$ cat config.mk
export PLATFORM = sky130hd
export DESIGN_NAME = controller_sequencer
export DESIGN_NICKNAME = d
export VERILOG_FILES = /design/src/rtl/controller_sequencer.sv
export SDC_FILE = /design/constraint.sdc
export NUM_CORES = 1
export LEC_CHECK = 0
export CAP_MARGIN = 20
export CELL_PAD_IN_SITES_DETAIL_PLACEMENT = 0
export CELL_PAD_IN_SITES_GLOBAL_PLACEMENT = 1
export CORE_MARGIN = 3
export CORE_UTILIZATION = 31
export CTS_BUF_LIST = sky130_fd_sc_hd__clkbuf_2 sky130_fd_sc_hd__clkbuf_4 sky130_fd_sc_hd__clkbuf_8
export CTS_CLUSTER_SIZE = 24
export DETAILED_ROUTE_END_ITERATION = 10
export PLACE_DENSITY_LB_ADDON = 0.3
export SYNTH_ARGS = -nofsm -noshare
export SYNTH_HDL_FRONTEND = slang
export SYNTH_SLANG_ARGS = --single-unit
$ cat constraint.sdc
create_clock -name clk -period 3.12 [get_ports clk]
set_input_delay 0.312 -clock clk [delete_from_list [all_inputs] [get_ports clk]]
set_output_delay 0.312 -clock clk [all_outputs]
set_load 0.02 [all_outputs]
$ cat src/rtl/controller_sequencer.sv
// Six-phase control sequencer for the 8-bit accumulator CPU: a one-hot T-state
// ring plus opcode decode produces the per-cycle control word and latches halt.
module controller_sequencer #(
  parameter logic [3:0] OP_LDA = 4'b0000,
  parameter logic [3:0] OP_ADD = 4'b0001,
  parameter logic [3:0] OP_SUB = 4'b0010,
  parameter logic [3:0] OP_OUT = 4'b1110,
  parameter logic [3:0] OP_HLT = 4'b1111
) (
  input  logic       clk,
  input  logic       rst,
  input  logic [3:0] opcode,
  output logic       cp,
  output logic       ep,
  output logic       lm_bar,
  output logic       ce_bar,
  output logic       li_bar,
  output logic       ei_bar,
  output logic       la_bar,
  output logic       ea,
  output logic       su,
  output logic       eu,
  output logic       lb_bar,
  output logic       lo_bar,
  output logic [5:0] t_state,
  output logic       halted
);

  typedef enum logic [5:0] {
    T1 = 6'b000001,
    T2 = 6'b000010,
    T3 = 6'b000100,
    T4 = 6'b001000,
    T5 = 6'b010000,
    T6 = 6'b100000
  } t_state_e;

  t_state_e state_q, state_d;
  logic     halted_q, halted_d;

  always_ff @(posedge clk) begin
    if (rst) begin
      state_q  <= T1;
      halted_q <= 1'b0;
    end else begin
      state_q  <= state_d;
      halted_q <= halted_d;
    end
  end

  // Once halted the ring parks on T5, the state it reached leaving the HLT T4.
  always_comb begin
    state_d  = state_q;
    halted_d = halted_q;
    if (!halted_q) begin
      case (state_q)
        T1:      state_d = T2;
        T2:      state_d = T3;
        T3:      state_d = T4;
        T4:      state_d = T5;
        T5:      state_d = T6;
        T6:      state_d = T1;
        default: state_d = T1;
      endcase
      if (state_q == T4 && opcode == OP_HLT) halted_d = 1'b1;
    end
  end

  // Opcode is decoded unregistered; the IR holds it steady through T4-T6.
  always_comb begin
    cp     = 1'b0;
    ep     = 1'b0;
    ea     = 1'b0;
    su     = 1'b0;
    eu     = 1'b0;
    lm_bar = 1'b1;
    ce_bar = 1'b1;
    li_bar = 1'b1;
    ei_bar = 1'b1;
    la_bar = 1'b1;
    lb_bar = 1'b1;
    lo_bar = 1'b1;
    if (!rst && !halted_q) begin
      case (state_q)
        T1: begin
          ep     = 1'b1;
          lm_bar = 1'b0;
        end
        T2: cp = 1'b1;
        T3: begin
          ce_bar = 1'b0;
          li_bar = 1'b0;
        end
        T4: begin
          if (opcode == OP_LDA || opcode == OP_ADD || opcode == OP_SUB) begin
            ei_bar = 1'b0;
            lm_bar = 1'b0;
          end else if (opcode == OP_OUT) begin
            ea     = 1'b1;
            lo_bar = 1'b0;
          end
        end
        T5: begin
          if (opcode == OP_LDA) begin
            ce_bar = 1'b0;
            la_bar = 1'b0;
          end else if (opcode == OP_ADD || opcode == OP_SUB) begin
            ce_bar = 1'b0;
            lb_bar = 1'b0;
          end
        end
        T6: begin
          if (opcode == OP_ADD || opcode == OP_SUB) begin
            eu     = 1'b1;
            la_bar = 1'b0;
            su     = (opcode == OP_SUB);
          end
        end
        default: ;
      endcase
    end
  end

  assign t_state = state_q;
  assign halted  = halted_q;

endmodule

Figure 1. Routed clock nets over the placement.
(8 px per um)
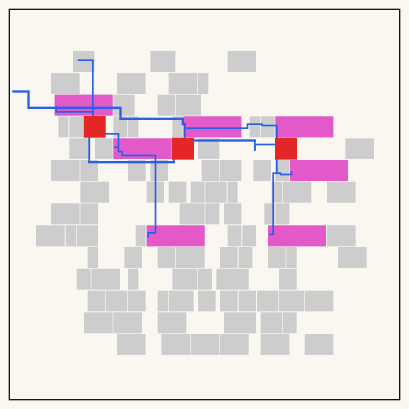
[flip-flops] magenta | count: 7
[clock wires] blue | length: 129 um
[clock drivers] red | count: 3
routed clock nets: 4
clock-net power: 0.0945 mW
worst clock skew: 2.51 ps
clock group share of total power: 32.3%

Figure 2. Wiring heat map.
(8 px per um) The die is cut into 10 by 10 equal tiles; white is low, dark blue is high, scaled to the fullest tile. Values are wire area over tile area, all layers added.
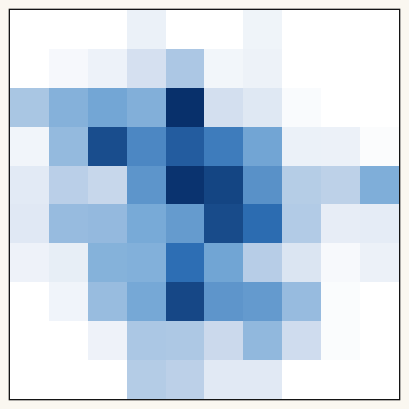
mean over tiles: 0.10
fullest tile: 0.39
densest ninth of the die: center
total detailed-routing wirelength: 1560 um
Vias: 659
routed length per placed instance: 12.5 um

==> qor.rpt <==
===============================================================================
Number of iterations in the first detailed-routing pass                       4
Period utilisation layout                                                 88.7%
Kind of cell adding the most delay to the critical path            simple AND/OR/NAND/NOR gates
Die Span X                                                              48.6 um
Height of the chip                                                      48.6 um
Clock-pin transition on the worst setup and hold timing paths             50 ps
Count of placed standard cells including taps                               121
Number of enable flip-flop cells                                              0
Top Layout Cells                                                   clkdlybuf4s50_1, nand2_1, dfxtp_1
Antenna violations before repair                                              0
Number of synthesized register bits                                           7
Yosys warning tally                                                           0
Skew-Pair Late Insertion Delay                                           260 ps
Largest stage delay on the critical path                                 640 ps
Most common library cell in the layout ignoring fill and taps      clkdlybuf4s50_1
GRT Resource Usage Total                                                  14.8%
Clk root buf                                                           clkbuf_4
Total Die Area                                                         2360 um2
Fp util                                                                   34.9%
WP data required                                                        2810 ps
Total inserted antenna cells                                                  0
Quantity of hold-fixing buffers added after cts                               0
Max Buffers Root-to-Sink                                                      2
IO buf count                                                                 24
Fmax                                                                    361 MHz
Worst setup slack before clock tree synthesis                            465 ps
Sequential cell area fraction in the yosys report                         24.9%
Syn Area/Cell                                                          7.13 um2
# Cells Yosys                                                                79
Unrepaired setup endpoints after global routing                           false
Startpoint-to-endpoint class of the critical path                    reg -> out
Distinct lib cells used                                                      30
Chip area in the Yosys report                                           563 um2
Prevailing post-synth register cell                                     dfxtp_1
Flop2flop setup slack                                                   1400 ps
Run status                                                         complete, no violations
Overflow left after global routing                                            0
Row count                                                                    14
Sum of net half-perimeters after detailed placement                     1200 um
Core Box Area                                                          1610 um2
Startpoint Class                                                       register
CTS tree                                                                  built
Synthesized netlist cell count                                               79
Number of failing hold endpoints at the final stage                           0
Total of endpoints with negative setup slack in the final report              0
CTS resizes                                                                   0
Cell-by-cell listing of the critical path                          or4_1, or3_1, a211oi_1, clkdlybuf4s50_1
Largest fanout of any net on the critical path                                9
Clock H-tree levels                                                           1
Final std cells w/o fill                                                    125
Setup ws final                                                           352 ps
Crit path capture type                                             primary output
DRT iter0 DRCs                                                               14
Data arrival at the endpoint of the critical path                       2460 ps
Final routed DRC violation total                                              0
Nets@finish                                                                 108
Max-Slew Margin vs Limit                                                  65.2%
IR drop worst, VDD                                                       259 uV
Final GP Congestion                                                       0.809
Ys async rst share                                                           0%
Netlist area before placement                                           563 um2
Power Density                                                        348 nW/um2
Count of buffer and inverter cells on the critical path                       1
Slowest cell on the critical path                                  clkdlybuf4s50_1
Routed Antenna Nets                                                           0
Area growth from synthesis to layout                                      49.6%
Total Power                                                            0.293 mW
First-pass GRT wire length                                              2850 um
Layout cells sized above 1                                                6.93%
Number of clock sinks seen by CTS                                             7
Path class of the lowest-slack min-delay path                        reg -> reg
Num CTS Buffers                                                               3
Cell leakage power                                                     0.287 nW
Post-CTS repair timing setup buffer count                                     0
Actual transition at the worst max-transition pin                        518 ps
Floorplan Nets                                                               85
Vias in the first global route                                              614
Maximum number of pins on one net before global-route repair                 16
Max-cap check violation count                                                 0
Number of warnings in the stage logs                                         26
Top-level I/O count                                                          25
Number of max-slew violations in the final report                             0
Total Neg Setup Slack                                                      0 ps
DR vias/cell                                                               5.27
Min cycle time layout                                                   2770 ps
===============================================================================
Figure 3. Close-up of the layout.
Region (9, 0) to (39, 30) um. Cells in gray, sequential cells in the stronger gray; small squares are vias.
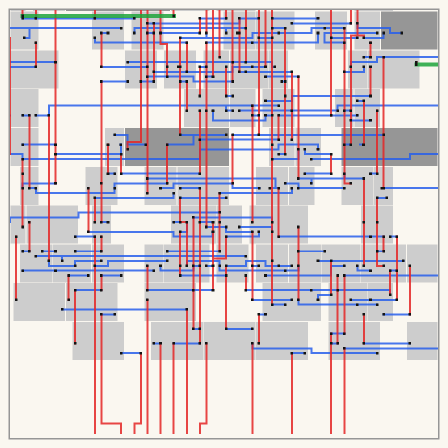
[metal 2] red
[metal 1] blue
[metal 3] green
cells with their middle in the window: 66
sequential cells in the window: 3
most frequent: clkdlybuf4s50_1 (14)
netlist names of flops here include: t_state (2), halted (1)

Figure 4. Selected gate families.
(12 px per um)
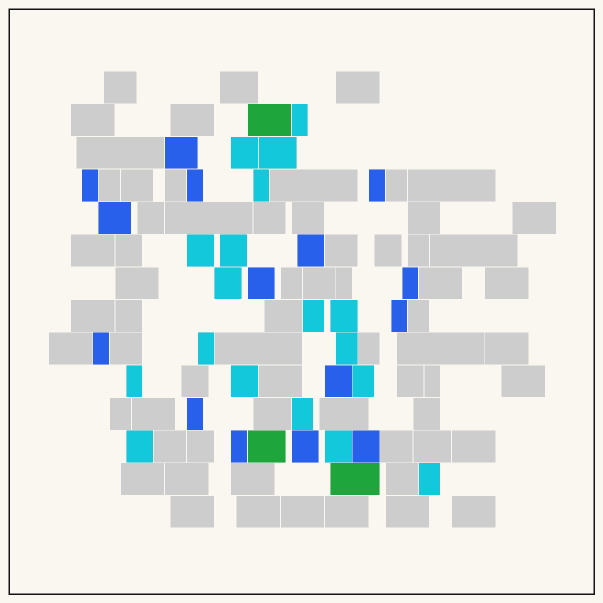
[NAND gates] blue | cells: 15
[AND-OR and OR-AND gates] green | cells: 3
[NOR gates] cyan | cells: 18

registers in the layout (all words and copies together) (netlist names):
name and cells:
halted 1, t_state 6
synthesized netlist by cell type, types with 3 or more instances:
master / number / share of area (%)
nand2b_1: 5 / 5.6
clkbuf_1: 5 / 3.3
dfxtp_1: 7 / 25
nand2_1: 8 / 5.3
nor3_1: 5 / 4.4
nor2b_1: 3 / 3.3
nor4_1: 5 / 5.6
nor2_1: 4 / 2.7
or4_1: 4 / 5.3
a21oi_1: 6 / 5.3
or3_1: 4 / 4.4
worst min-delay path: cells and delay by family, from the launching register on:
kind | cells | cell delay [ps]
AND/OR/NAND/NOR | 1 | 90
AND-OR/OR-AND | 1 | 50
flip-flops | 1 | 380
cell type report:
class                      instances  area [um2]
clock buffer                       4        30.0
tap                               24        30.0
timing repair buffer              25         248
fill                             162         769
inverter                           2        7.51
multi-input combinational         63         387
sequential                         7         140
metal layers:
layer / vias to the layer above / GRT usage (%) / wire (um)
li1: 338 / - / -
met1: 306 / 21.6 / 801
met2: 15 / 21.0 / 686
met3: 0 / 5.83 / 73
met4: 0 / 1.42 / 0
met5: - / 0 / 0
through the flow:
stage	utilization [%]	hold slack [ps]	cell area (um2)
after floorplan	-	554	563
after global placement	50.4	562	812
after detailed placement	50.4	552	812
after CTS	52.3	562	842
after global routing	52.3	628	842
final	52.3	570	842
path summary, 6_finish.rpt:
| kind | startpoint | endpoint | depth (start not counted) |
|---|---|---|---|
| hold / removal | t_state[1] | t_state[1] | 2 |
| setup / recovery | t_state[1] | eu | 4 |
| hold reg to reg | t_state[1] | t_state[1] | 2 |
| setup reg to reg | t_state[1] | t_state[1] | 3 |
power by group:
group / switching [mW] / leakage [nW] / total (mW) / internal (mW)
clock network: 0.0368 / 0.0184 / 0.0945 / 0.0577
registers: 0.0120 / 0.0570 / 0.107 / 0.0948
logic: 0.0469 / 0.212 / 0.0917 / 0.0448
cell families after synthesis:
family	after synthesis	synth area share (%)
compound gates	16	19.3
xor+xnor	1	1.56
buf+inv	9	6.45
flops	7	24.9
simple gates	46	47.8
Power figures rest on the tool's default switching activity, not on a simulated workload.
